Run 1, congestion heat map:
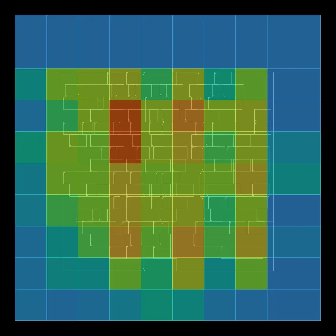
Run 1, signal wires on met1:
(6 px per um) Supply wires on this layer in gray.
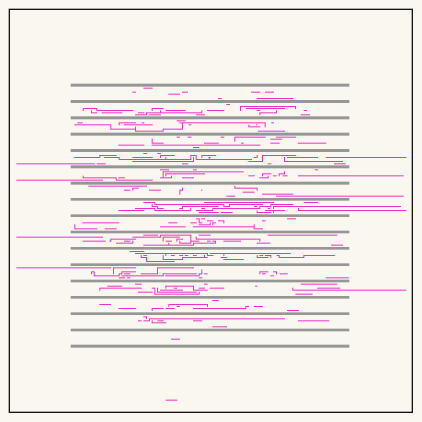
Run 1, gate-type map:
(8 px per um)
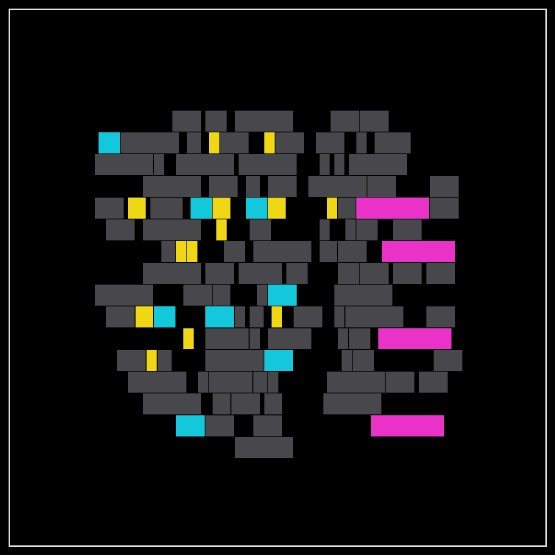
==> config.mk <==
export PLATFORM = sky130hd
export DESIGN_NAME = ttl_parity_accumulator
export DESIGN_NICKNAME = d
export VERILOG_FILES = /design/src/rtl/ttl_parity_accumulator.sv
export SDC_FILE = /design/constraint.sdc
export NUM_CORES = 1
export LEC_CHECK = 0
export CORE_MARGIN = 10
export CORE_UTILIZATION = 40
export CTS_CLUSTER_DIAMETER = 40
export CTS_CLUSTER_SIZE = 24
export DETAILED_ROUTE_END_ITERATION = 7
export GPL_TIMING_DRIVEN = 0
export MAX_ROUTING_LAYER = met4
export PLACE_DENSITY = 0.75
export SYNTH_ARGS = -nofsm -noshare
export SYNTH_HDL_FRONTEND = slang
export SYNTH_SLANG_ARGS = --single-unit --ignore-timing --ignore-initial --compat-mode --unroll-limit 50000
==> constraint.sdc <==
create_clock -name Clk -period 2.4 [get_ports Clk]
set_input_delay 0.48 -clock Clk [delete_from_list [all_inputs] [get_ports Clk]]
set_output_delay 0.48 -clock Clk [all_outputs]
set_load 0.02 [all_outputs]
==> metrics.csv, run 1 <==
stage,metric,value,unit
synthesis,Synth Area in Adders,0.01420,
global_routing,Global Route Usage Sum,0.1003,
clock_tree,CTS Buffer Depth,2,
synthesis,syn avg cell area,10.74,um^2
cells_and_area,fin area,0.001221,mm^2
drt,drc violations,0,
power_and_ir_drop,Sw Ratio,0.2440,
clock_tree,CTS Hold Bufs,0,
setup_path,"Max FO, Critical Path",3,
final_timing,worst setup margin,0.6454,ns
setup_path,arrival time at the worst endpoint,1.27,ns
final_timing,clock skew,0.008907,ns
power_and_ir_drop,Pwr per Cell Area,501.5,mW/mm^2
cells_and_area,Comb area,451.7,um^2
final_timing,WHS,0.4610,ns
synthesis,Post-synth top cells,"dfxtp_1 (19), nor2_1 (11), nand2_1 (9)",
global_routing,largest net degree at the start of global routing,11,
drt,First DRT Iteration DRCs,29,
power_and_ir_drop,net switching power,0.1494,mW
clock_tree,Clock Tree Root,clkbuf_4,
setup_path,Worst path max stage delay,0.62,ns
floorplanning,row count,16,
synthesis,"Cell Area, Synth",880.8,um^2
floorplanning,die area,0.004479,mm^2
final_timing,final hold viol count,0,
final_timing,Worst Tran Pin Value,0.3378,ns
power_and_ir_drop,Int Power,0.4630,mW
global_routing,vias in the first global route,707,
setup_path,crit end category,output port,
placed_design,placed cells,137,
final_timing,setup TNS,0,ns
drt,Post-DRT Antenna Nets,0,
setup_path,path depth of the worst reg2reg path,5,
setup_path,worst-path cell chain,clkdlybuf4s50_1,
synthesis,post-synthesis chip area from yosys,880.8,um^2
synthesis,yosys cell count,82,
synthesis,#FFs+latches synth,19,
setup_path,Setup crit start kind,flip-flop,
synthesis,Synth top cell by count,dfxtp_1,
floorplanning,FP Core Util,0.4356,
clock_tree,CTS tree,built,
clock_tree,setup bufs post-CTS,0,
floorplanning,die height,66.93,um
synthesis,Top-area cell share,0.4318,
worst_hold_path,class of the worst hold path,flip-flop to flip-flop,
setup_path,Worst R2R Setup Slack,0.99,ns
clock_tree,clk_lat worst skew,0.29,ns
final_timing,cycle use final,0.7311,
cells_and_area,filler instances,193,
placed_design,RePlAce Congestion,0.7114,
final_timing,RSZ-0062 raised after global routing,no,
cells_and_area,Synth-to-Final Area Change,38.64,%
synthesis,synthesized instance count,82,
power_and_ir_drop,seq pwr,0.333,mW
synthesis,number of enable flip-flop cells,0,
synthesis,Async SR Flop Fraction,0,
global_routing,total gr overflow,0,
final_timing,Slew headroom,0.7748,
run,# Max-Cap Violations,0,
synthesis,Synth Area in Simple Gates,0.2259,
clock_tree,cts repair resizes,0,
setup_path,Worst path depth,1,
worst_hold_path,Cells on Worst Hold Path,2,
placed_design,"Cell Area, Placed",0.001195,mm^2
power_and_ir_drop,largest power group,sequential cells,
drt,DRT Pass-1 Iters,4,
placed_design,DP Worst Slack,0.4937,ns
status,outcome,finished clean,
synthesis,XORs/XNORs by Area,0.1136,
floorplanning,core area,0.002022,mm^2
synthesis,Synth warnings,0,
power_and_ir_drop,combinational power share,0.202,
synthesis,"top cells, area","dfxtp_1 (43%), xor3_2 (11%), nor4b_2 (6.8%)",
cells_and_area,Top Layout Cells,"clkdlybuf4s50_1 (28), dfxtp_1 (19), nor2_1 (11)",
clock_tree,"Reg clk slew, reported paths",0.09,ns
placed_design,hpwl dp,1.618,mm
synthesis,yosys aoi share,0.1364,
power_and_ir_drop,Total Power,0.6124,mW
floorplanning,IO Count,30,
setup_path,slowest cell on the critical path,clkdlybuf4s50_1,
power_and_ir_drop,Clock group,0.155,mW
power_and_ir_drop,Max VDD drop,325.9,uV
synthesis,Commonest flop,dfxtp_1,
global_routing,initial antenna violation count,0,
setup_path,crit path buf inv count,1,
synthesis,Unique masters post-synth,20,
cells_and_area,n_diodes,0,
clock_tree,Num CTS Buffers,3,
-- 'congestion heat map' (at the start) --
GR peak layer: met2
met3 Use GR: 0.03846
Final Core Density: 0.6040
met1 usage: 0.1218

-- 'signal wires on met1' (at the start) --
main direction: horizontal
nets with wire on the layer: 118
longest straight run: 22.5 um
via count: 685
drt total wl: 2.014 mm

-- 'gate-type map' (at the start) --
| family | color | cells |
|---|---|---|
| NAND gates | yellow | 13 |
| XOR/XNOR gates | magenta | 4 |
| AND-OR and OR-AND gates | cyan | 8 |
Comb/total area: 0.3699
most instantiated logic cell after routing: clkdlybuf4s50_1

-- run 1: metal layers --
metal	share of wire	wire, um	vias to the layer above
li1	-	-	349
met1	0.47	955	312
met2	0.44	884	20
met3	0.076	153	4
met4	0.010	21	0
met5	0	0	-
-- run 1: cell type report --
cell class / count / area share
inverters: 1 / 0.003074
well taps: 27 / 0.02766
flip-flops and latches: 19 / 0.3115
multi-input cells: 57 / 0.3699
plain buffers: 5 / 0.03689
clock buffers: 4 / 0.02152
repair buffers: 28 / 0.2295
-- run 1: worst reg2reg max path, delay by kind of cell (launching register included) --
family                   cells  cell delay [ns]
AND/OR/NAND/NOR              2             0.27
AND-OR/OR-AND                1             0.18
adder cells (fa/ha/maj)      1             0.20
buffers and inverters        1             0.28
flip-flops                   1             0.37
==> run 1 -> run 2 <==
--- a/config.mk
+++ b/config.mk
@@ -6,13 +6,13 @@
 export NUM_CORES = 1
 export LEC_CHECK = 0
 export CORE_MARGIN = 10
-export CORE_UTILIZATION = 40
+export CORE_UTILIZATION = 39
 export CTS_CLUSTER_DIAMETER = 40
 export CTS_CLUSTER_SIZE = 24
 export DETAILED_ROUTE_END_ITERATION = 7
 export GPL_TIMING_DRIVEN = 0
 export MAX_ROUTING_LAYER = met4
-export PLACE_DENSITY = 0.75
+export PLACE_DENSITY = 0.76
 export SYNTH_ARGS = -nofsm -noshare
 export SYNTH_HDL_FRONTEND = slang
 export SYNTH_SLANG_ARGS = --single-unit --ignore-timing --ignore-initial --compat-mode --unroll-limit 50000
==> constraint.sdc (replaced) <==
create_clock -name Clk -period 1.5 [get_ports Clk]
set_input_delay 0.3 -clock Clk [delete_from_list [all_inputs] [get_ports Clk]]
set_output_delay 0.3 -clock Clk [all_outputs]
set_load 0.02 [all_outputs]
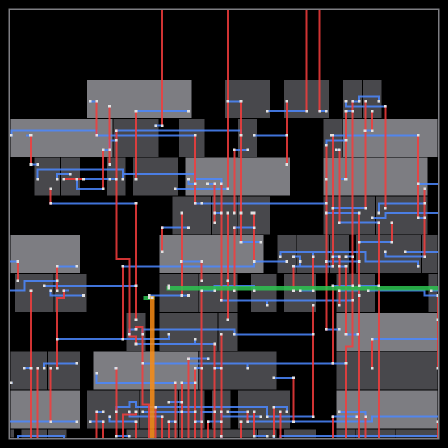
Run 2: layout detail
Window x 19 to 49, y 32 to 62 um. Cells in gray, sequential cells in the stronger gray; small squares are vias.
| layer | color |
|---|---|
| metal 4 | orange |
| metal 3 | green |
| metal 2 | red |
| metal 1 | blue |
cells with their middle in the window: 51
sequential cells in the window: 11
most frequent: dfxtp_1 (11), nand2_1 (5), nor2_1 (5)

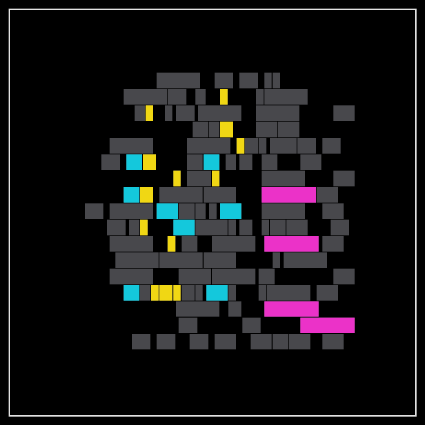
Run 2: gate-type map
(6 px per um)
| family | color | cells |
|---|---|---|
| AND-OR and OR-AND gates | cyan | 8 |
| NAND gates | yellow | 13 |
| XOR/XNOR gates | magenta | 4 |
most instantiated logic cell after routing: dfxtp_1
post-route insts no fill: 141

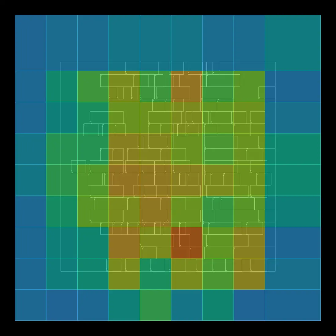
Run 2: congestion heat map
Avg WL per Cell: 14.70 um
Global Route Usage Sum: 0.09527
Final Core Density: 0.5483
met1 usage: 0.09905
met3 Use GR: 0.03471

==> metrics.csv, run 2 <==
stage,metric,value,unit,change
setup_path,Worst R2R Setup Slack,0.16,ns,-0.83 ns
drt,M1 WL,848,um,-11%
placed_design,"Cell Area, Placed",0.001196,mm^2,+0.10%
clock_tree,"Reg clk slew, reported paths",0.11,ns,+0.02 ns
drt,drt total wl,2.072,mm,+2.9%
final_timing,Worst Tran Pin Value,0.3792,ns,+0.04138 ns
floorplanning,row count,17,,+1
setup_path,Worst path depth,5,,+4
power_and_ir_drop,largest power group,sequential cells,,
placed_design,hpwl dp,1.611,mm,-0.44%
drt,DRT Pass-1 Iters,4,,unchanged
synthesis,number of enable flip-flop cells,0,,unchanged
final_timing,WHS,0.3652,ns,-0.09582 ns
synthesis,syn avg cell area,10.74,um^2,unchanged
setup_path,arrival time at the worst endpoint,1.61,ns,+0.34 ns
synthesis,Top-area cell share,0.4318,,unchanged
synthesis,yosys cell count,82,,unchanged
run,# Max-Cap Violations,0,,unchanged
synthesis,Synth warnings,0,,unchanged
status,outcome,finished clean,,
setup_path,Setup crit start kind,input pin,,
floorplanning,die area,0.004560,mm^2,+1.8%
power_and_ir_drop,Max VDD drop,422.7,uV,+30%
clock_tree,CTS Hold Bufs,0,,unchanged
placed_design,placed cells,138,,+0.73%
cells_and_area,filler instances,199,,+3.1%
cells_and_area,n_diodes,0,,unchanged
global_routing,vias in the first global route,692,,-2.1%
power_and_ir_drop,combinational power share,0.198,,-0.004
power_and_ir_drop,Int Power,0.7312,mW,+58%
floorplanning,core area,0.002191,mm^2,+8.4%
drt,Top Layer Used,met4,,
clock_tree,CTS Buffer Depth,2,,unchanged
setup_path,"Max FO, Critical Path",10,,+7
final_timing,setup TNS,0,ns,unchanged
cells_and_area,Comb area,451.7,um^2,unchanged
power_and_ir_drop,Pwr per Cell Area,814.8,mW/mm^2,+62%
global_routing,largest net degree at the start of global routing,12,,+1
setup_path,crit path buf inv count,2,,+1
power_and_ir_drop,Total Power,0.9787,mW,+60%
synthesis,Post-synth top cells,"dfxtp_1 (19), nor2_1 (11), nand2_1 (9)",,
clock_tree,Clock Tree Root,clkbuf_4,,
cells_and_area,fin area,0.001201,mm^2,-1.6%
final_timing,RSZ-0062 raised after global routing,no,,
power_and_ir_drop,Clock group,0.252,mW,+63%
final_timing,cycle use final,0.9071,,
worst_hold_path,class of the worst hold path,input pin to flip-flop,,
final_timing,worst setup margin,0.1394,ns,-0.5060 ns
floorplanning,IO Count,30,,unchanged
setup_path,slowest cell on the critical path,clkdlybuf4s50_1,,
final_timing,final hold viol count,0,,unchanged
setup_path,Worst path max stage delay,0.56,ns,-0.06 ns
drt,drc violations,0,,unchanged
placed_design,DP Worst Slack,-0.2110,ns,-0.7047 ns
power_and_ir_drop,net switching power,0.2475,mW,+66%
synthesis,"top cells, area","dfxtp_1 (43%), xor3_2 (11%), nor4b_2 (6.8%)",,
setup_path,path depth of the worst reg2reg path,5,,unchanged
cells_and_area,Synth-to-Final Area Change,36.36,%,
floorplanning,die height,67.53,um,+0.90%
final_timing,clock skew,0.007548,ns,-0.001358 ns
synthesis,Async SR Flop Fraction,0,,unchanged
drt,met2 WL post-DR,990,um,+12%
drt,First DRT Iteration DRCs,24,,-17%
power_and_ir_drop,seq pwr,0.533,mW,+60%
clock_tree,CTS tree,built,,
floorplanning,FP Core Util,0.4021,,-0.03359
clock_tree,Num CTS Buffers,3,,unchanged
synthesis,post-synthesis chip area from yosys,880.8,um^2,unchanged
clock_tree,clk_lat worst skew,0.29,ns,about the same
synthesis,Commonest flop,dfxtp_1,,
synthesis,Synth top cell by count,dfxtp_1,,
global_routing,initial antenna violation count,0,,unchanged
placed_design,RePlAce Congestion,0.6812,,-4.2%
synthesis,#FFs+latches synth,19,,unchanged
worst_hold_path,Cells on Worst Hold Path,3,,+1
## run 2: cell counts after synthesis
Identical to the previous run, type by type.
## run 2: repair_timing
item / in CTS / in global routing
resized: 15 / 0
endpoints found under the setup margin: 15 / 1
buffers inserted: 0 / 0
## run 2: cell type report
type | instances | share of cell area
Timing Repair Buffer | 28 | 0.2177
Inverter | 1 | 0.003125
Multi-Input combinational cell | 57 | 0.3760
Clock inverter | 1 | 0.004167
Clock buffer | 3 | 0.01875
Sequential cell | 19 | 0.3167
Tap cell | 28 | 0.02917
Buffer | 4 | 0.03438
## run 2: cells by family after synthesis
logic type,synth area share
buf+inv,0.05539
mux,0.02273
xor+xnor,0.1136
fa+ha+maj,0.01420
flops,0.4318
compound gates,0.1364
simple gates,0.2259
Power figures rest on the tool's default switching activity, not on a simulated workload.
